[src/rtl/alu_pkg.sv]
// ---------------------------------------------------------------------------
// alu_pkg
// Shared types and constants for the ALU sharing arbiter and its neighbours.
//   alu_op_t    : 3-bit ALU opcode (ADD, SUB, AND, OR, XOR, NOT, SHL, SHR)
//   arb_state_t : arbiter FSM state (IDLE, EXEC, RESP)
//   DATA_W      : operand / result width
//   OP_W        : opcode width
// ---------------------------------------------------------------------------
package alu_pkg;

    localparam int DATA_W = 8;
    localparam int OP_W   = 3;

    // Prefixed because and/or/xor/not are reserved words.
    typedef enum logic [OP_W-1:0] {
        ALU_ADD = 3'd0,
        ALU_SUB = 3'd1,
        ALU_AND = 3'd2,
        ALU_OR  = 3'd3,
        ALU_XOR = 3'd4,
        ALU_NOT = 3'd5,
        ALU_SHL = 3'd6,
        ALU_SHR = 3'd7
    } alu_op_t;

    typedef enum logic [1:0] {
        IDLE = 2'd0,
        EXEC = 2'd1,
        RESP = 2'd2
    } arb_state_t;

endpackage

[src/rtl/alu_share_arbiter_if.sv]
// ---------------------------------------------------------------------------
// alu_share_arbiter_if
// Request / response bundle between the two requesters and the arbiter.
//   master : requester side (drives req_*, receives req_ready and resp_*)
//   slave  : arbiter side
// ---------------------------------------------------------------------------
interface alu_share_arbiter_if import alu_pkg::*; ();

    logic [1:0]        req_valid;
    logic [DATA_W-1:0] req_a0;
    logic [DATA_W-1:0] req_b0;
    logic [DATA_W-1:0] req_a1;
    logic [DATA_W-1:0] req_b1;
    alu_op_t           req_op0;
    alu_op_t           req_op1;
    logic [1:0]        req_ready;
    logic [1:0]        resp_valid;
    logic [DATA_W-1:0] resp_data;
    logic              resp_carry;
    logic              resp_zero;

    modport master (
        output req_valid, req_a0, req_b0, req_a1, req_b1, req_op0, req_op1,
        input  req_ready, resp_valid, resp_data, resp_carry, resp_zero
    );

    modport slave (
        input  req_valid, req_a0, req_b0, req_a1, req_b1, req_op0, req_op1,
        output req_ready, resp_valid, resp_data, resp_carry, resp_zero
    );

endinterface

[src/rtl/mux2by1_8bit.sv]
// ---------------------------------------------------------------------------
// mux2by1_8bit
// 8-bit two-input multiplexer used for ALU operand steering.
//   sel in 1 : 0 selects d0, 1 selects d1
//   d0  in 8 : input 0
//   d1  in 8 : input 1
//   y   out 8: selected data
// ---------------------------------------------------------------------------
module mux2by1_8bit import alu_pkg::*; (
    input  logic              sel,
    input  logic [DATA_W-1:0] d0,
    input  logic [DATA_W-1:0] d1,
    output logic [DATA_W-1:0] y
);

    genvar gi;
    generate
        for (gi = 0; gi < DATA_W; gi++) begin : g_bit
            assign y[gi] = sel ? d1[gi] : d0[gi];
        end
    endgenerate

endmodule

[src/rtl/rr_arb2.sv]
// ---------------------------------------------------------------------------
// rr_arb2
// Two-way round-robin arbiter, purely combinational.
//   req   in  2 : request vector
//   last  in  1 : port that won most recently
//   grant out 2 : one-hot grant, or zero when nothing is requested
// ---------------------------------------------------------------------------
module rr_arb2 (
    input  logic [1:0] req,
    input  logic       last,
    output logic [1:0] grant
);

    always_comb begin
        grant = req;
        // Under contention the port that did not win last time goes first.
        if (req == 2'b11) begin
            grant = last ? 2'b01 : 2'b10;
        end
    end

endmodule

[src/rtl/alu_share_arbiter.sv]
// ---------------------------------------------------------------------------
// alu_share_arbiter
// Shares one combinational 8-bit ALU between two requesters. A round-robin
// winner is accepted in IDLE, its operands/opcode are registered into the ALU
// input registers, the ALU result and flags are captured in EXEC, and a
// one-cycle resp_valid pulse is returned to the winner in RESP.
//   clk, reset  : clock, synchronous active-high reset
//   bus         : request/response bundle (slave side)
//   alu_a/b/op  : registered ALU operands and opcode
//   alu_result, alu_carry, alu_zero : combinational ALU outputs
//   busy        : high while in EXEC or RESP
// ---------------------------------------------------------------------------
module alu_share_arbiter import alu_pkg::*; (
    input  logic                clk,
    input  logic                reset,
    alu_share_arbiter_if.slave  bus,
    output logic [DATA_W-1:0]   alu_a,
    output logic [DATA_W-1:0]   alu_b,
    output alu_op_t             alu_op,
    input  logic [DATA_W-1:0]   alu_result,
    input  logic                alu_carry,
    input  logic                alu_zero,
    output logic                busy
);

    arb_state_t        state_reg;
    logic              owner_reg;
    logic              last_reg;
    logic [DATA_W-1:0] alu_a_reg;
    logic [DATA_W-1:0] alu_b_reg;
    alu_op_t           alu_op_reg;
    logic [DATA_W-1:0] resp_data_reg;
    logic              resp_carry_reg;
    logic              resp_zero_reg;
    logic [1:0]        resp_valid_reg;

    logic [1:0]        grant;
    logic              winner;
    logic              accept;
    logic [DATA_W-1:0] alu_a_next;
    logic [DATA_W-1:0] alu_b_next;
    alu_op_t           alu_op_next;

    rr_arb2 u_arb (
        .req   (bus.req_valid),
        .last  (last_reg),
        .grant (grant)
    );

    // grant is one-hot or zero, so bit 1 alone identifies the winner.
    assign winner = grant[1];

    // Ready is suppressed while reset is high so nothing is offered that the
    // reset branch would then drop.
    assign accept = (state_reg == IDLE) && !reset && (grant != 2'b00);

    mux2by1_8bit u_mux_a (
        .sel (winner),
        .d0  (bus.req_a0),
        .d1  (bus.req_a1),
        .y   (alu_a_next)
    );

    mux2by1_8bit u_mux_b (
        .sel (winner),
        .d0  (bus.req_b0),
        .d1  (bus.req_b1),
        .y   (alu_b_next)
    );

    assign alu_op_next = winner ? bus.req_op1 : bus.req_op0;

    always_ff @(posedge clk) begin
        if (reset) begin
            state_reg      <= IDLE;
            owner_reg      <= 1'b0;
            last_reg       <= 1'b1;
            alu_a_reg      <= '0;
            alu_b_reg      <= '0;
            alu_op_reg     <= ALU_ADD;
            resp_data_reg  <= '0;
            resp_carry_reg <= 1'b0;
            resp_zero_reg  <= 1'b0;
            resp_valid_reg <= 2'b00;
        end else begin
            resp_valid_reg <= 2'b00;
            case (state_reg)
                IDLE: begin
                    if (accept) begin
                        alu_a_reg  <= alu_a_next;
                        alu_b_reg  <= alu_b_next;
                        alu_op_reg <= alu_op_next;
                        owner_reg  <= winner;
                        last_reg   <= winner;
                        state_reg  <= EXEC;
                    end
                end
                EXEC: begin
                    resp_data_reg  <= alu_result;
                    resp_carry_reg <= alu_carry;
                    resp_zero_reg  <= alu_zero;
                    // Pulse is registered here so it is high for exactly RESP.
                    resp_valid_reg <= owner_reg ? 2'b10 : 2'b01;
                    state_reg      <= RESP;
                end
                RESP: begin
                    state_reg <= IDLE;
                end
                default: begin
                    state_reg <= IDLE;
                end
            endcase
        end
    end

    assign bus.req_ready  = accept ? grant : 2'b00;
    assign bus.resp_valid = resp_valid_reg;
    assign bus.resp_data  = resp_data_reg;
    assign bus.resp_carry = resp_carry_reg;
    assign bus.resp_zero  = resp_zero_reg;
    assign alu_a          = alu_a_reg;
    assign alu_b          = alu_b_reg;
    assign alu_op         = alu_op_reg;
    assign busy           = (state_reg != IDLE);

endmodule

[src/flat_wrapper.sv]
// flat-port wrapper written by rule: the top's interface ports become plain ports
module alu_share_arbiter_flat import alu_pkg::*;
  (clk, reset, alu_a, alu_b, alu_op, alu_result, alu_carry, alu_zero, busy, bus_req_valid, bus_req_a0, bus_req_b0, bus_req_a1, bus_req_b1, bus_req_op0, bus_req_op1, bus_req_ready, bus_resp_valid, bus_resp_data, bus_resp_carry, bus_resp_zero);
  alu_share_arbiter_if bus_i ();
  input  logic clk;
  input  logic reset;
  output logic [DATA_W-1:0] alu_a;
  output logic [DATA_W-1:0] alu_b;
  output alu_op_t alu_op;
  input  logic [DATA_W-1:0] alu_result;
  input  logic alu_carry;
  input  logic alu_zero;
  output logic busy;
  input wire logic [$bits(bus_i.req_valid)-1:0] bus_req_valid;
  input wire logic [$bits(bus_i.req_a0)-1:0] bus_req_a0;
  input wire logic [$bits(bus_i.req_b0)-1:0] bus_req_b0;
  input wire logic [$bits(bus_i.req_a1)-1:0] bus_req_a1;
  input wire logic [$bits(bus_i.req_b1)-1:0] bus_req_b1;
  input wire logic [$bits(bus_i.req_op0)-1:0] bus_req_op0;
  input wire logic [$bits(bus_i.req_op1)-1:0] bus_req_op1;
  output wire logic [$bits(bus_i.req_ready)-1:0] bus_req_ready;
  output wire logic [$bits(bus_i.resp_valid)-1:0] bus_resp_valid;
  output wire logic [$bits(bus_i.resp_data)-1:0] bus_resp_data;
  output wire logic [$bits(bus_i.resp_carry)-1:0] bus_resp_carry;
  output wire logic [$bits(bus_i.resp_zero)-1:0] bus_resp_zero;
  assign bus_i.req_valid = bus_req_valid;
  assign bus_i.req_a0 = bus_req_a0;
  assign bus_i.req_b0 = bus_req_b0;
  assign bus_i.req_a1 = bus_req_a1;
  assign bus_i.req_b1 = bus_req_b1;
  assign bus_i.req_op0 = bus_req_op0;
  assign bus_i.req_op1 = bus_req_op1;
  assign bus_req_ready = bus_i.req_ready;
  assign bus_resp_valid = bus_i.resp_valid;
  assign bus_resp_data = bus_i.resp_data;
  assign bus_resp_carry = bus_i.resp_carry;
  assign bus_resp_zero = bus_i.resp_zero;
  alu_share_arbiter u_core (.clk(clk), .reset(reset), .bus(bus_i), .alu_a(alu_a), .alu_b(alu_b), .alu_op(alu_op), .alu_result(alu_result), .alu_carry(alu_carry), .alu_zero(alu_zero), .busy(busy));
endmodule
[config.mk]
export PLATFORM = sky130hd
export DESIGN_NAME = alu_share_arbiter_flat
export DESIGN_NICKNAME = d
export VERILOG_FILES = /design/src/rtl/alu_pkg.sv /design/src/rtl/alu_share_arbiter_if.sv /design/src/rtl/mux2by1_8bit.sv /design/src/rtl/rr_arb2.sv /design/src/rtl/alu_share_arbiter.sv /design/src/flat_wrapper.sv
export SDC_FILE = /design/constraint.sdc
export NUM_CORES = 1
export LEC_CHECK = 0
export CAP_MARGIN = 5
export CORE_MARGIN = 3
export CORE_UTILIZATION = 40
export DETAILED_ROUTE_END_ITERATION = 12
export HOLD_SLACK_MARGIN = 0.1
export PLACE_DENSITY = 0.84
export SYNTH_ARGS = -nofsm -noshare
export SYNTH_HDL_FRONTEND = slang
export SYNTH_HIERARCHICAL = 1
export SYNTH_SLANG_ARGS = --single-unit
[constraint.sdc]
create_clock -name clk -period 4.2 [get_ports clk]
set_clock_uncertainty 0.1 [all_clocks]
set_input_delay 0.63 -clock clk [delete_from_list [all_inputs] [get_ports clk]]
set_output_delay 0.63 -clock clk [all_outputs]
set_load 0.01 [all_outputs]
==> deck_impl_summary.md <==
Physical Implementation Snapshot

Status
  • Outcome: finished, final reports clean

Detailed routing
  • Iter 0 DRT Violations: 40
  • Detail Route Antenna Nets: 0
  • Detailed-router iteration count before antenna repair: 4
  • WL/cell: 14.8 um
  • DR DRC count: 0

Global route
  • Initial antenna violation count: 0
  • Vias in the first global route: 1293
  • Global-route wire length before repair: 5.95 mm

Finish
  • Design Area, Final: 2420 um^2
  • Multi-In Gates: 83
  • FILL cells: 257
  • Buffers excl. clock: 86
  • Flops: 35
  • Most numerous logic cell after layout: clkdlybuf4s50_1
  • Layout cell share with drive strength beyond 1: 0.215
  • Total area of sequential cells: 701 um^2
  • Logic share of the area: 0.290
  • Area Overhead vs Synth: 64.3%
  • Dominant kind of cell: non-clock buffers
  • Antenna cell count: 0
  • Clock buffers: 6
  • Combinational gate area: 702 um^2

Synth
  • Most frequent cells after synthesis: dfxtp_1, nand2_1, a22o_2, mux2_4, a21oi_1
  • Synth area leader: dfxtp_1
  • Dominant kind of combinational cell: AND-OR/OR-AND gates
  • Synth Area in XOR/XNOR: 0
  • Yosys Instances: 131
  • Post-synth seq share: 0.476
  • Syn_nets: 183
  • Most frequent cell after synthesis: dfxtp_1
  • Main flop type: dfxtp_1
  • AO/OA Area Share: 0.190
  • Yosys warnings: 6
  • Mux frac, synth: 0.184
  • Mapped Area: 1470 um^2
  • Asr flop ratio synth: 0
  • Cell area leaders: dfxtp_1, mux2_4, a22o_2, nand2_1, a21oi_1

Timing
  • Fin crit period: 3.60 ns
  • Final Cycle Share: 0.858
  • Setup TNS: 0 ns
  • Max Clock Freq: 277 MHz
  • Final Hold Fails: 0
  • RSZ-0062 raised after global routing: false

Critical path
  • Worst Setup EP: bus_req_ready[0]
  • R2R cell count: 6
  • Register-to-register setup slack: 2.47 ns
  • Beginning of the critical path: bus_req_valid[0]
  • WS Path Type: in -> out
  • Crit path DAT: 2.87 ns
  • Critical path data required time: 3.47 ns
  • R2R Path Start: u_core/last_reg
  • CP Launch Type: input port
  • CP endpoint kind: output pin
  • Worst reg2reg endpoint: u_core/alu_b[6]

Power
  • Tot Pwr: 0.849 mW
  • Peak VDD IR: 0.198 mV
  • Pwr Density: 351 nW/um^2

Min path
  • Hold Startpoint: u_core/owner_reg
  • Worst Hold End: u_core/bus.resp_valid[0]

Floorplanning
  • Rows: 21
  • Die W: 66.7 um
  • IO Pins: 86

Clock network
  • CTS tree: yes
  • Setup Fix Bufs, Post-CTS: 0
  • Num CTS Buffers: 5
  • Clk slew on worst S/H paths: 0.06 ns
  • Clk latency late pin: 0.28 ns
  • # hold bufs at CTS: 0
  • Clk sinks: 35
  • CTS root buffer: clkbuf_8
  • Clock tree buffer depth: 2
  • Post-cts sizing count: 0
  • H-Tree Depth: 2

Job
  • Max_cap viols: 0
  • Count of tool warnings: 26

Place
  • Buffers on Ports: 85
  • Pre-CTS WS: 0.646 ns
  • Final GP Congestion: 0.703
## layer usage
| layer | wire length, um | vias to the layer above | global-route usage |
|---|---|---|---|
| met5 | 0 | - | 0 |
| met4 | 97 | 0 | 0.0787 |
| met3 | 383 | 11 | 0.0708 |
| met2 | 1830 | 75 | 0.301 |
| met1 | 1520 | 581 | 0.196 |
| li1 | - | 625 | - |
## worst max-delay path, stage by stage
cell and delay [ns]:
clkdlybuf4s50_1 0.53, a21boi_1 0.21, nor2_1 0.09, or3_4 0.37, inv_2 0.28, and2_1 0.22
clkdlybuf4s50_1 0.55
## power breakdown
| part | total, mW | switching, mW | internal, mW |
|---|---|---|---|
| combinational | 0.231 | 0.0838 | 0.147 |
| clock | 0.234 | 0.106 | 0.128 |
| sequential | 0.384 | 0.0193 | 0.364 |
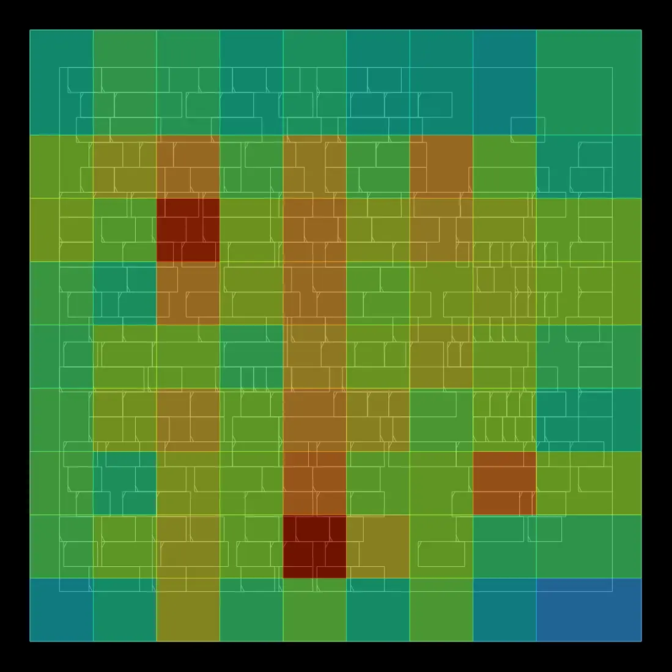
congestion_map.png
GRT Total Usage: 0.178
routing usage on met3: 0.0708
GRT busiest layer: met2
met2 GRT Util: 0.301
fin util: 0.702

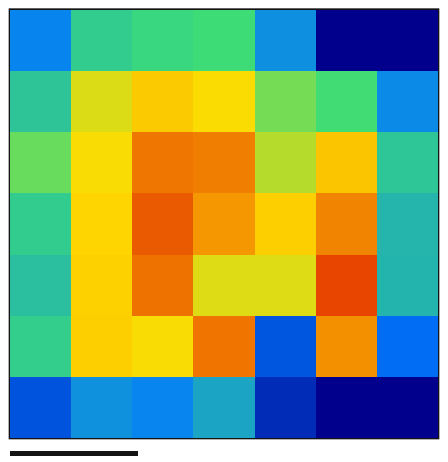
util_map.png
The bar under the picture is 20 um long. The die is cut into 7 by 7 equal tiles; dark blue is low, red is high, 0 to 100% covered.
fullest tile: 92%
densest ninth of the die: middle
nearly empty tiles: 8.2%
tiles over 75% full: 31%
fp util: 0.427
Core ar.: 3440 um^2

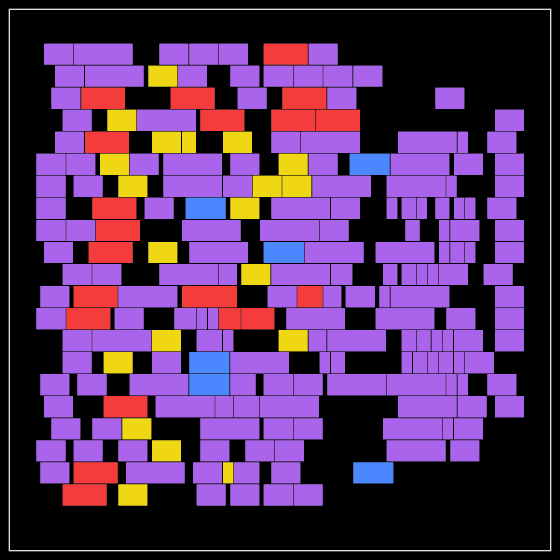
sizing.png
| size | color | cells | share |
|---|---|---|---|
| x6 and larger | blue | 6 | 2.8% |
| x3 and x4 | red | 20 | 9.3% |
| x1 and smaller | purple | 168 | 79% |
| x2 | yellow | 20 | 9.3% |

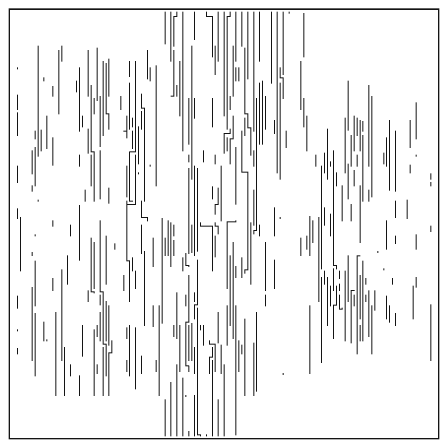
m2.png
wire length on this layer: 1830 um
main direction: vertical
nets with wire on the layer: 232
Routed WL: 3.84 mm
vias: 1292

Power is estimated from default activity; no workload was simulated.
